===== src/rtl/pu_pkg.sv =====
// Shared types and default sizing for the PU memory arbiter.
package pu_pkg;

  localparam int NPU_DEF = 4;
  localparam int AW_DEF  = 8;
  localparam int DW_DEF  = 16;
  localparam int TO_DEF  = 15;

  typedef enum logic {
    IDLE = 1'b0,
    BUSY = 1'b1
  } state_t;

endpackage


===== src/rtl/rr_pick.sv =====
// Round-robin picker: searches req starting just after last, returns a one-hot winner.
module rr_pick #(
  parameter int NPU = 4,
  parameter int LW  = 2
) (
  input  logic [NPU-1:0] req,
  input  logic [LW-1:0]  last,
  output logic [NPU-1:0] winner,
  output logic           valid
);

  logic [LW-1:0] idx;
  int            sum;

  always_comb begin
    winner = '0;
    valid  = 1'b0;
    idx    = '0;
    sum    = 0;
    for (int off = 1; off <= NPU; off++) begin
      sum = int'(last) + off;
      if (sum >= NPU) sum = sum - NPU;
      idx = LW'(sum);
      if (!valid && req[idx]) begin
        winner[idx] = 1'b1;
        valid       = 1'b1;
      end
    end
  end

endmodule


===== src/rtl/pu_mem_arb.sv =====
// Two-state arbiter granting one PU at a time to a single memory port, with
// round-robin fairness and a BUSY timeout that reports err to the owner.
module pu_mem_arb
  import pu_pkg::*;
#(
  parameter int NPU = NPU_DEF,
  parameter int AW  = AW_DEF,
  parameter int DW  = DW_DEF,
  parameter int TO  = TO_DEF
) (
  input  logic              clk,
  input  logic              rst,
  input  logic [NPU-1:0]    req,
  input  logic [NPU-1:0]    we,
  input  logic [NPU*AW-1:0] addr,
  input  logic [NPU*DW-1:0] wdata,
  output logic [NPU-1:0]    gnt,
  output logic [NPU-1:0]    ack,
  output logic [NPU-1:0]    err,
  output logic [DW-1:0]     rdata,
  output logic              mem_req,
  output logic              mem_we,
  output logic [AW-1:0]     mem_addr,
  output logic [DW-1:0]     mem_wdata,
  input  logic              mem_ack,
  input  logic [DW-1:0]     mem_rdata
);

  localparam int LW = (NPU > 1) ? $clog2(NPU) : 1;
  localparam int CW = (TO > 1) ? $clog2(TO + 1) : 1;

  state_t        state;
  logic [LW-1:0] last;
  logic [LW-1:0] owner;
  logic [CW-1:0] cnt;
  logic          armed;

  logic [NPU-1:0] win;
  logic           win_valid;
  logic [LW-1:0]  win_idx;
  logic           sel_we;
  logic [AW-1:0]  sel_addr;
  logic [DW-1:0]  sel_wdata;

  rr_pick #(
    .NPU (NPU),
    .LW  (LW)
  ) u_rr_pick (
    .req    (req),
    .last   (last),
    .winner (win),
    .valid  (win_valid)
  );

  always_comb begin
    win_idx   = '0;
    sel_we    = 1'b0;
    sel_addr  = '0;
    sel_wdata = '0;
    for (int i = 0; i < NPU; i++) begin
      if (win[i]) begin
        win_idx   = LW'(i);
        sel_we    = we[i];
        sel_addr  = addr[i*AW +: AW];
        sel_wdata = wdata[i*DW +: DW];
      end
    end
  end

  // armed holds off arbitration for the first edge after reset release
  always_ff @(posedge clk or negedge rst) begin
    if (!rst) begin
      state     <= IDLE;
      last      <= LW'(NPU - 1);
      owner     <= '0;
      cnt       <= '0;
      armed     <= 1'b0;
      gnt       <= '0;
      ack       <= '0;
      err       <= '0;
      rdata     <= '0;
      mem_req   <= 1'b0;
      mem_we    <= 1'b0;
      mem_addr  <= '0;
      mem_wdata <= '0;
    end else begin
      armed <= 1'b1;
      ack   <= '0;
      err   <= '0;
      case (state)
        IDLE: begin
          if (armed && win_valid) begin
            state     <= BUSY;
            gnt       <= win;
            owner     <= win_idx;
            mem_req   <= 1'b1;
            mem_we    <= sel_we;
            mem_addr  <= sel_addr;
            mem_wdata <= sel_wdata;
            cnt       <= '0;
          end
        end
        BUSY: begin
          // mem_ack is checked first so a completion on the timeout edge wins
          if (mem_ack) begin
            ack     <= gnt;
            if (!mem_we) rdata <= mem_rdata;
            last    <= owner;
            mem_req <= 1'b0;
            gnt     <= '0;
            state   <= IDLE;
          end else if (cnt == CW'(TO - 1)) begin
            err     <= gnt;
            last    <= owner;
            mem_req <= 1'b0;
            gnt     <= '0;
            state   <= IDLE;
          end else begin
            cnt <= cnt + CW'(1);
          end
        end
        default: state <= IDLE;
      endcase
    end
  end

endmodule


===== config.mk =====
export PLATFORM = sky130hd
export DESIGN_NAME = pu_mem_arb
export DESIGN_NICKNAME = d
export VERILOG_FILES = /design/src/rtl/pu_pkg.sv /design/src/rtl/rr_pick.sv /design/src/rtl/pu_mem_arb.sv
export SDC_FILE = /design/constraint.sdc
export NUM_CORES = 1
export LEC_CHECK = 0
export CAP_MARGIN = 15
export CORE_ASPECT_RATIO = 0.75
export CORE_MARGIN = 10
export CORE_UTILIZATION = 43
export CTS_BUF_LIST = sky130_fd_sc_hd__clkbuf_8
export CTS_CLUSTER_DIAMETER = 80
export DETAILED_ROUTE_END_ITERATION = 6
export GPL_TIMING_DRIVEN = 0
export PLACE_DENSITY_LB_ADDON = 0.15
export SLEW_MARGIN = 20
export SYNTH_ARGS = -nofsm -noshare
export SYNTH_HDL_FRONTEND = slang
export SYNTH_SLANG_ARGS = --single-unit

===== constraint.sdc =====
create_clock -name clk -period 3.3 [get_ports clk]
set_clock_uncertainty 0.05 [all_clocks]
set_input_delay 0.33 -clock clk [delete_from_list [all_inputs] [get_ports clk]]
set_output_delay 0.33 -clock clk [all_outputs]
set_load 0.1 [all_outputs]

Figure 1. Routed metal, one colour a layer.
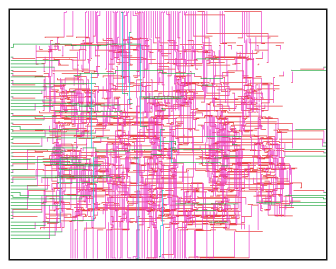
[green] metal 3 | wire length: 1,450 um
[red] metal 1 | wire length: 5,920 um
[cyan] metal 4 | wire length: 266 um
[magenta] metal 2 | wire length: 7,590 um

Figure 2. Placement view.
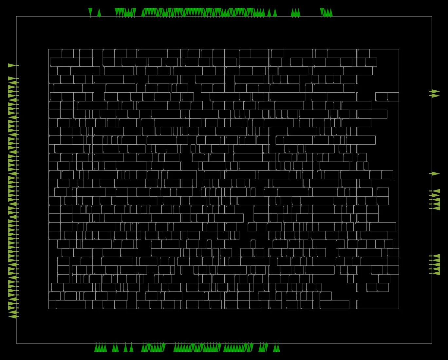
fill count: 679
num rows: 30
Seq cells: 64
Seq area share: 0.253

[per-stage QoR]
step           hold WS (ns)  setup WS [ns]
4_1_cts               0.361         0.0404
5_1_grt               0.379        -0.0298
2_1_floorplan       -0.0156          0.301
6_report              0.360         0.0777
3_3_place_gp          0.418         -0.382
3_5_place_dp          0.205         -0.248
[cell type report]
type	count	area (um^2)
flip-flops and latches	64	1600
inverters	31	120
well taps	112	140
multi-input cells	269	2160
clock inverters	6	92.6
plain buffers	31	195
clock buffers	10	138
fillers	679	2630
repair buffers	192	1890
[layer usage]
metal / vias to the layer above / share of wire
met2: 160 / 0.50
met3: 21 / 0.095
met4: 0 / 0.017
met5: - / 0
met1: 1961 / 0.39
li1: 1870 / -
==> Changelog: implementation <==
## Flow update

* Post-CTS Setup Bufs at 2
* CTS root buf: clkbuf_8
* Gpl congestion at 0.872
* Reg2Reg Setup Slack at 0.08 ns
* Most numerous cell in the Yosys netlist: nand2_1
* Placed Cells incl. Taps at 686
* M3 GR Usage at 0.0935
* Reg-to-reg endpoint: mem_wdata[9]
* DRT Pass-1 Iters at 5
* Antenna Nets Post-Route at 0
* Clock buffer depth at 2
* Worst-Margin Slew at 1.02 ns
* Critical Path End Type: flip-flop
* Vias in the first global route at 4,227
* Synth area leader: dfrtp_1
* Mapped Nets at 530
* Biggest regs: mem_wdata (16), rdata (16), mem_addr (8)
* Commonest cells post-synth: nand2_1 (63), dfrtp_1 (62), inv_1 (31)
* Adder share at 0.0318
* YS warnings at 0
* Total Routed Length at 15,200 um
* DR DRC count at 0
* CTS sink count at 64
* Fraction of layout cells with a size suffix above 1 at 0.192
* Setup crit end: mem_wdata[9]
* Setup TNS at 0 ns
* Crit path cell chain: inv_1, ha_4, mux4_2, a211o_1, buf_6, a21o_1, buf_6, buf_8, a221oi_2, o221ai_1
* Run status: finished, final reports clean
* Max-slew headroom at 0.320
* Worst Path Arrival at 3.38 ns
* # setup viols final at 0
* Area leader share at 0.395
